===== config.mk =====
export PLATFORM = sky130hd
export DESIGN_NAME = sprite_draw_engine_flat
export DESIGN_NICKNAME = d
export VERILOG_FILES = /design/src/rtl/zelda_pkg.sv /design/src/rtl/sprite_draw_engine_if.sv /design/src/rtl/xy_scan_counter.sv /design/src/rtl/sprite_draw_engine.sv /design/src/flat_wrapper.sv
export SDC_FILE = /design/constraint.sdc
export NUM_CORES = 1
export LEC_CHECK = 0
export CAP_MARGIN = 5
export CORE_UTILIZATION = 48
export CTS_BUF_LIST = sky130_fd_sc_hd__clkbuf_4
export CTS_CLUSTER_SIZE = 40
export DETAILED_ROUTE_END_ITERATION = 10
export MAX_ROUTING_LAYER = met4
export PLACE_DENSITY = 0.79
export REMOVE_ABC_BUFFERS = 1
export SLEW_MARGIN = 20
export SYNTH_ARGS = -nofsm -noshare
export SYNTH_HDL_FRONTEND = slang
export SYNTH_SLANG_ARGS = --single-unit

===== constraint.sdc =====
create_clock -name clock -period 1.73 [get_ports clock]
set_input_delay 0.2595 -clock clock [delete_from_list [all_inputs] [get_ports clock]]
set_output_delay 0.2595 -clock clock [all_outputs]
set_load 0.01 [all_outputs]

===== src/rtl/zelda_pkg.sv =====
// Shared definitions for the game drawing engines: screen geometry, colour format,
// facing encoding and the draw-engine state encoding.
package zelda_pkg;
  localparam int SCREEN_W = 160;
  localparam int SCREEN_H = 120;
  localparam int COLOR_W  = 3;
  localparam logic [COLOR_W-1:0] TRANSPARENT = 3'b000;

  localparam logic [1:0] FACE_UP    = 2'd0;
  localparam logic [1:0] FACE_DOWN  = 2'd1;
  localparam logic [1:0] FACE_LEFT  = 2'd2;
  localparam logic [1:0] FACE_RIGHT = 2'd3;

  typedef enum logic [1:0] {S_IDLE, S_SCAN, S_FLUSH, S_DONE} draw_state_t;
endpackage


===== src/rtl/sprite_draw_engine_if.sv =====
// Sprite ROM read port and VGA adapter write port as seen by a drawing engine.
interface sprite_draw_engine_if import zelda_pkg::*; #(parameter int ADDR_W = 10);
  logic [ADDR_W-1:0]  rom_addr;
  logic [COLOR_W-1:0] rom_data;
  logic [7:0]         vga_x;
  logic [6:0]         vga_y;
  logic [COLOR_W-1:0] vga_colour;
  logic               vga_plot;

  modport master (output rom_addr, vga_x, vga_y, vga_colour, vga_plot, input rom_data);
  modport slave  (input rom_addr, vga_x, vga_y, vga_colour, vga_plot, output rom_data);
endinterface


===== src/rtl/xy_scan_counter.sv =====
// Row-major W x H scan counter with clear, enable and a last-position flag.
module xy_scan_counter #(
  parameter int W = 16,
  parameter int H = 16
) (
  input  logic                 clock,
  input  logic                 reset,
  input  logic                 clear,
  input  logic                 enable,
  output logic [$clog2(W)-1:0] col,
  output logic [$clog2(H)-1:0] row,
  output logic                 last
);
  localparam logic [$clog2(W)-1:0] COL_MAX = $clog2(W)'(W - 1);
  localparam logic [$clog2(H)-1:0] ROW_MAX = $clog2(H)'(H - 1);

  assign last = (col == COL_MAX) && (row == ROW_MAX);

  always_ff @(posedge clock) begin
    if (reset || clear) begin
      col <= '0;
      row <= '0;
    end else if (enable) begin
      if (col == COL_MAX) begin
        col <= '0;
        row <= (row == ROW_MAX) ? '0 : row + 1'b1;
      end else begin
        col <= col + 1'b1;
      end
    end
  end
endmodule


===== src/rtl/sprite_draw_engine.sv =====
// DRAW_LINK phase: scans one sprite frame out of the ROM and plots its opaque,
// on-screen pixels at the position latched when start is first seen.
module sprite_draw_engine import zelda_pkg::*; #(
  parameter int SPRITE_W = 16,
  parameter int SPRITE_H = 16
) (
  input  logic       clock,
  input  logic       reset,
  input  logic       start,
  input  logic [7:0] x_pos,
  input  logic [6:0] y_pos,
  input  logic [1:0] facing,
  output logic       done,
  sprite_draw_engine_if.master vga
);
  localparam int COL_W = $clog2(SPRITE_W);
  localparam int ROW_W = $clog2(SPRITE_H);

  draw_state_t state, next;
  logic [7:0]       x_l;
  logic [6:0]       y_l;
  logic [1:0]       facing_l;
  logic [COL_W-1:0] col, s1_col;
  logic [ROW_W-1:0] row, s1_row;
  logic             last, flush_cnt, s1_valid;
  logic             latch, cnt_clear, cnt_en, abort;
  logic [8:0]       x_sum;
  logic [7:0]       y_sum;
  logic             on_screen;

  xy_scan_counter #(.W(SPRITE_W), .H(SPRITE_H)) u_scan (
    .clock(clock), .reset(reset), .clear(cnt_clear), .enable(cnt_en),
    .col(col), .row(row), .last(last)
  );

  assign vga.rom_addr = {facing_l, row, col};

  always_ff @(posedge clock) begin
    if (reset) state <= S_IDLE;
    else       state <= next;
  end

  always_comb begin
    next      = state;
    latch     = 1'b0;
    cnt_clear = 1'b0;
    cnt_en    = 1'b0;
    abort     = 1'b0;
    case (state)
      S_IDLE: if (start) begin
        next      = S_SCAN;
        latch     = 1'b1;
        cnt_clear = 1'b1;
      end
      S_SCAN: if (!start) begin
        next  = S_IDLE;
        abort = 1'b1;
      end else begin
        cnt_en = 1'b1;
        if (last) next = S_FLUSH;
      end
      S_FLUSH: if (!start) begin
        next  = S_IDLE;
        abort = 1'b1;
      end else if (flush_cnt) begin
        next = S_DONE;
      end
      S_DONE: if (!start) next = S_IDLE;
      default: next = S_IDLE;
    endcase
  end

  // Sums are one bit wider than the screen coordinates so clipping never wraps.
  assign x_sum     = {1'b0, x_l} + 9'(s1_col);
  assign y_sum     = {1'b0, y_l} + 8'(s1_row);
  assign on_screen = (x_sum < 9'(SCREEN_W)) && (y_sum < 8'(SCREEN_H));

  always_ff @(posedge clock) begin
    if (reset) begin
      x_l            <= '0;
      y_l            <= '0;
      facing_l       <= '0;
      flush_cnt      <= 1'b0;
      s1_valid       <= 1'b0;
      s1_row         <= '0;
      s1_col         <= '0;
      vga.vga_x      <= '0;
      vga.vga_y      <= '0;
      vga.vga_colour <= '0;
      vga.vga_plot   <= 1'b0;
      done           <= 1'b0;
    end else begin
      if (latch) begin
        x_l      <= x_pos;
        y_l      <= y_pos;
        facing_l <= facing;
      end
      flush_cnt    <= (state == S_FLUSH);
      s1_valid     <= cnt_en;
      s1_row       <= row;
      s1_col       <= col;
      vga.vga_plot <= s1_valid && !abort && (vga.rom_data != TRANSPARENT) && on_screen;
      if (s1_valid) begin
        vga.vga_x      <= x_sum[7:0];
        vga.vga_y      <= y_sum[6:0];
        vga.vga_colour <= vga.rom_data;
      end
      done <= (next == S_DONE);
    end
  end
endmodule

===== src/flat_wrapper.sv =====
// flat-port wrapper written by rule: the top's interface ports become plain ports
module sprite_draw_engine_flat import zelda_pkg::*;
#(
  parameter int SPRITE_W = 16,
  parameter int SPRITE_H = 16
)
  (clock, reset, start, x_pos, y_pos, facing, done, vga_rom_addr, vga_vga_x, vga_vga_y, vga_vga_colour, vga_vga_plot, vga_rom_data);
  sprite_draw_engine_if vga_i ();
  input  logic clock;
  input  logic reset;
  input  logic start;
  input  logic [7:0] x_pos;
  input  logic [6:0] y_pos;
  input  logic [1:0] facing;
  output logic done;
  output wire logic [$bits(vga_i.rom_addr)-1:0] vga_rom_addr;
  output wire logic [$bits(vga_i.vga_x)-1:0] vga_vga_x;
  output wire logic [$bits(vga_i.vga_y)-1:0] vga_vga_y;
  output wire logic [$bits(vga_i.vga_colour)-1:0] vga_vga_colour;
  output wire logic [$bits(vga_i.vga_plot)-1:0] vga_vga_plot;
  input wire logic [$bits(vga_i.rom_data)-1:0] vga_rom_data;
  assign vga_rom_addr = vga_i.rom_addr;
  assign vga_vga_x = vga_i.vga_x;
  assign vga_vga_y = vga_i.vga_y;
  assign vga_vga_colour = vga_i.vga_colour;
  assign vga_vga_plot = vga_i.vga_plot;
  assign vga_i.rom_data = vga_rom_data;
  sprite_draw_engine #(.SPRITE_W(SPRITE_W), .SPRITE_H(SPRITE_H)) u_core (.clock(clock), .reset(reset), .start(start), .x_pos(x_pos), .y_pos(y_pos), .facing(facing), .done(done), .vga(vga_i));
endmodule

**The metal 3 layer**

Drawn at 8 px/um.
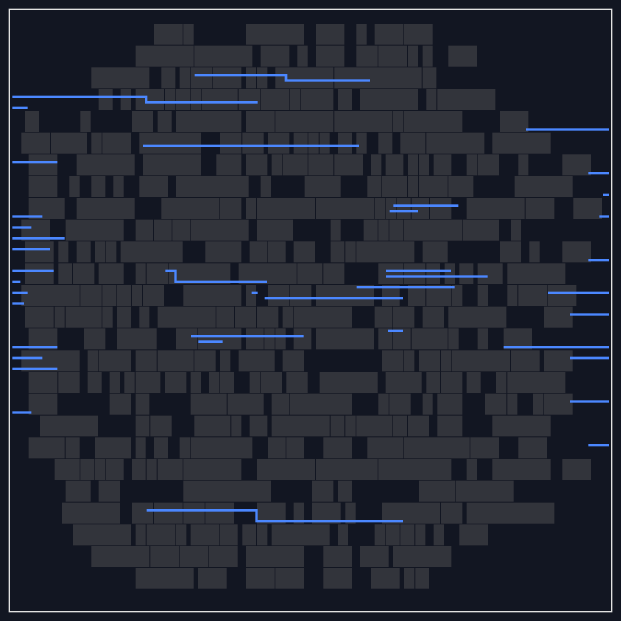
The layer carries 305 um of wire. The layer holds 5.6% of the routed length.

==> flow_summary_export.csv <==
group,metric,value,unit
pwr,p_comb_frac,0.102,
grt,grt_pass1_vias,1976,
final_timing,setup_ws,-3.86,ps
logic_synthesis,synth-edff-count,0,
final_layout,comb_share,0.388,
critical_path,cp-start-kind,"flip-flop",
floorplanning,die_y,75.1,um
pwr,p_clk,1.22,mW
detailed_routing,vias_per_cell,5.06,
final_layout,fin_util,0.682,
status,status,"finished with violations",
logic_synthesis,numSynthFlops,57,
final_layout,dominant-cell-class,"multi-input combinational cells",
logic_synthesis,logic_family,"simple AND/OR/NAND/NOR gates",
final_timing,setup_viol,2,
final_layout,fill_cells,443,
clock_network,cts-root-buf,"clkbuf_4",
clock_network,clk_path_buf_depth,2,
final_layout,area_growth_syn_to_layout,36.5,%
worst_hold_path,worstHoldStart,"reset",
logic_synthesis,synthXorXnorAreaFrac,0.0444,
final_layout,fin_area,3500,um^2
pwr,pg_comb,0.296,mW
final_layout,lay_top_count,"dfxtp_1",
final_layout,reg_top3,"u_core.vga.vga_x x8, u_core.x_l x8",
detailed_routing,drt_wl_total,5.47,mm
final_layout,logic_area,1360,um^2
placement,dp.cells,413,
final_layout,layout.nets,396,
detailed_routing,met1_length,2.48,mm
critical_path,reg2reg_slack,-4,ps
clock_network,cts_setup_buffers,1,
grt,grtUsageMet3,0.0710,
logic_synthesis,top_cell_area_share,0.445,
grt,overflow,0,
detailed_routing,ant_nets,0,
final_timing,worst-slew-pin-transition,346,ps
logic_synthesis,synth.distinct_cells,43,
final_layout,stdcell_count,431,
critical_path,startpoint,"u_core.y_l[0]",
worst_hold_path,hold_depth,4,
final_timing,finalHoldViolations,0,
pwr,intPower,2.22,mW
logic_synthesis,synthAdderAreaFrac,0.0887,
flow_run,maxCapViolCount,0,
critical_path,path_cells,"ha_4, fa_2, a21o_1, a21oi_2, xor2_1, nor3_1, nor4_1",
status,violations,"negative setup slack",
critical_path,critPathMaxStageDelay,350,ps
logic_synthesis,syn_inst,285,
final_layout,inverters_excl_clock,6,
clock_network,holdBufCountCts,0,
detailed_routing,num_vias,2183,
worst_hold_path,hold_path_class,"in2reg",
placement,postPlaceCellArea,3260,um^2
pwr,seq-power,1.38,mW
final_layout,logic_gates,207,
floorplanning,fp_util,0.499,
critical_path,required,2050,ps
final_layout,nonClkBufAreaFrac,0.202,
floorplanning,tapCellCount,70,
final_layout,n_antenna_cell,0,
logic_synthesis,yosysCellCount,285,
final_timing,relSlewSlack,0.770,
pwr,switching_power,0.677,mW
**Track usage over the die**

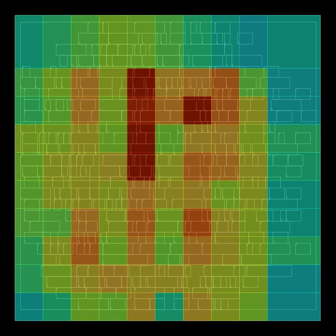
M2 GR Usage: 0.343
GRT busiest layer: met2
average wire per standard cell: 12.7 um
GRT Overall Usage: 0.220

[synthesized netlist by cell type (5+ instances only)]
master and count:
nand2_1 50, mux2i_1 11, a21oi_1 23, dfxtp_1 57, a211oi_1 8, xor2_1 9, nor2b_1 11, inv_1 6
nor2_1 30, clkbuf_1 9, ha_1 15, nand3_1 5
[worst max-delay path: cells and delay by family, from the launching register on]
kind,cells,cell delay (ps)
adders and majority gates,2,500
AOI/OAI and AO/OA,2,350
and+or+nand+nor,2,270
xor gates and xnor gates,1,200
DFF,1,350
[cells by family after synthesis]
group	after synthesis
AND/OR/NAND/NOR	113
flip-flops	57
AND-OR/OR-AND	52
buffers and inverters	21
adder cells (fa/ha/maj)	17
XOR/XNOR	13
multiplexers	12
Power figures rest on the tool's default switching activity, not on a simulated workload.
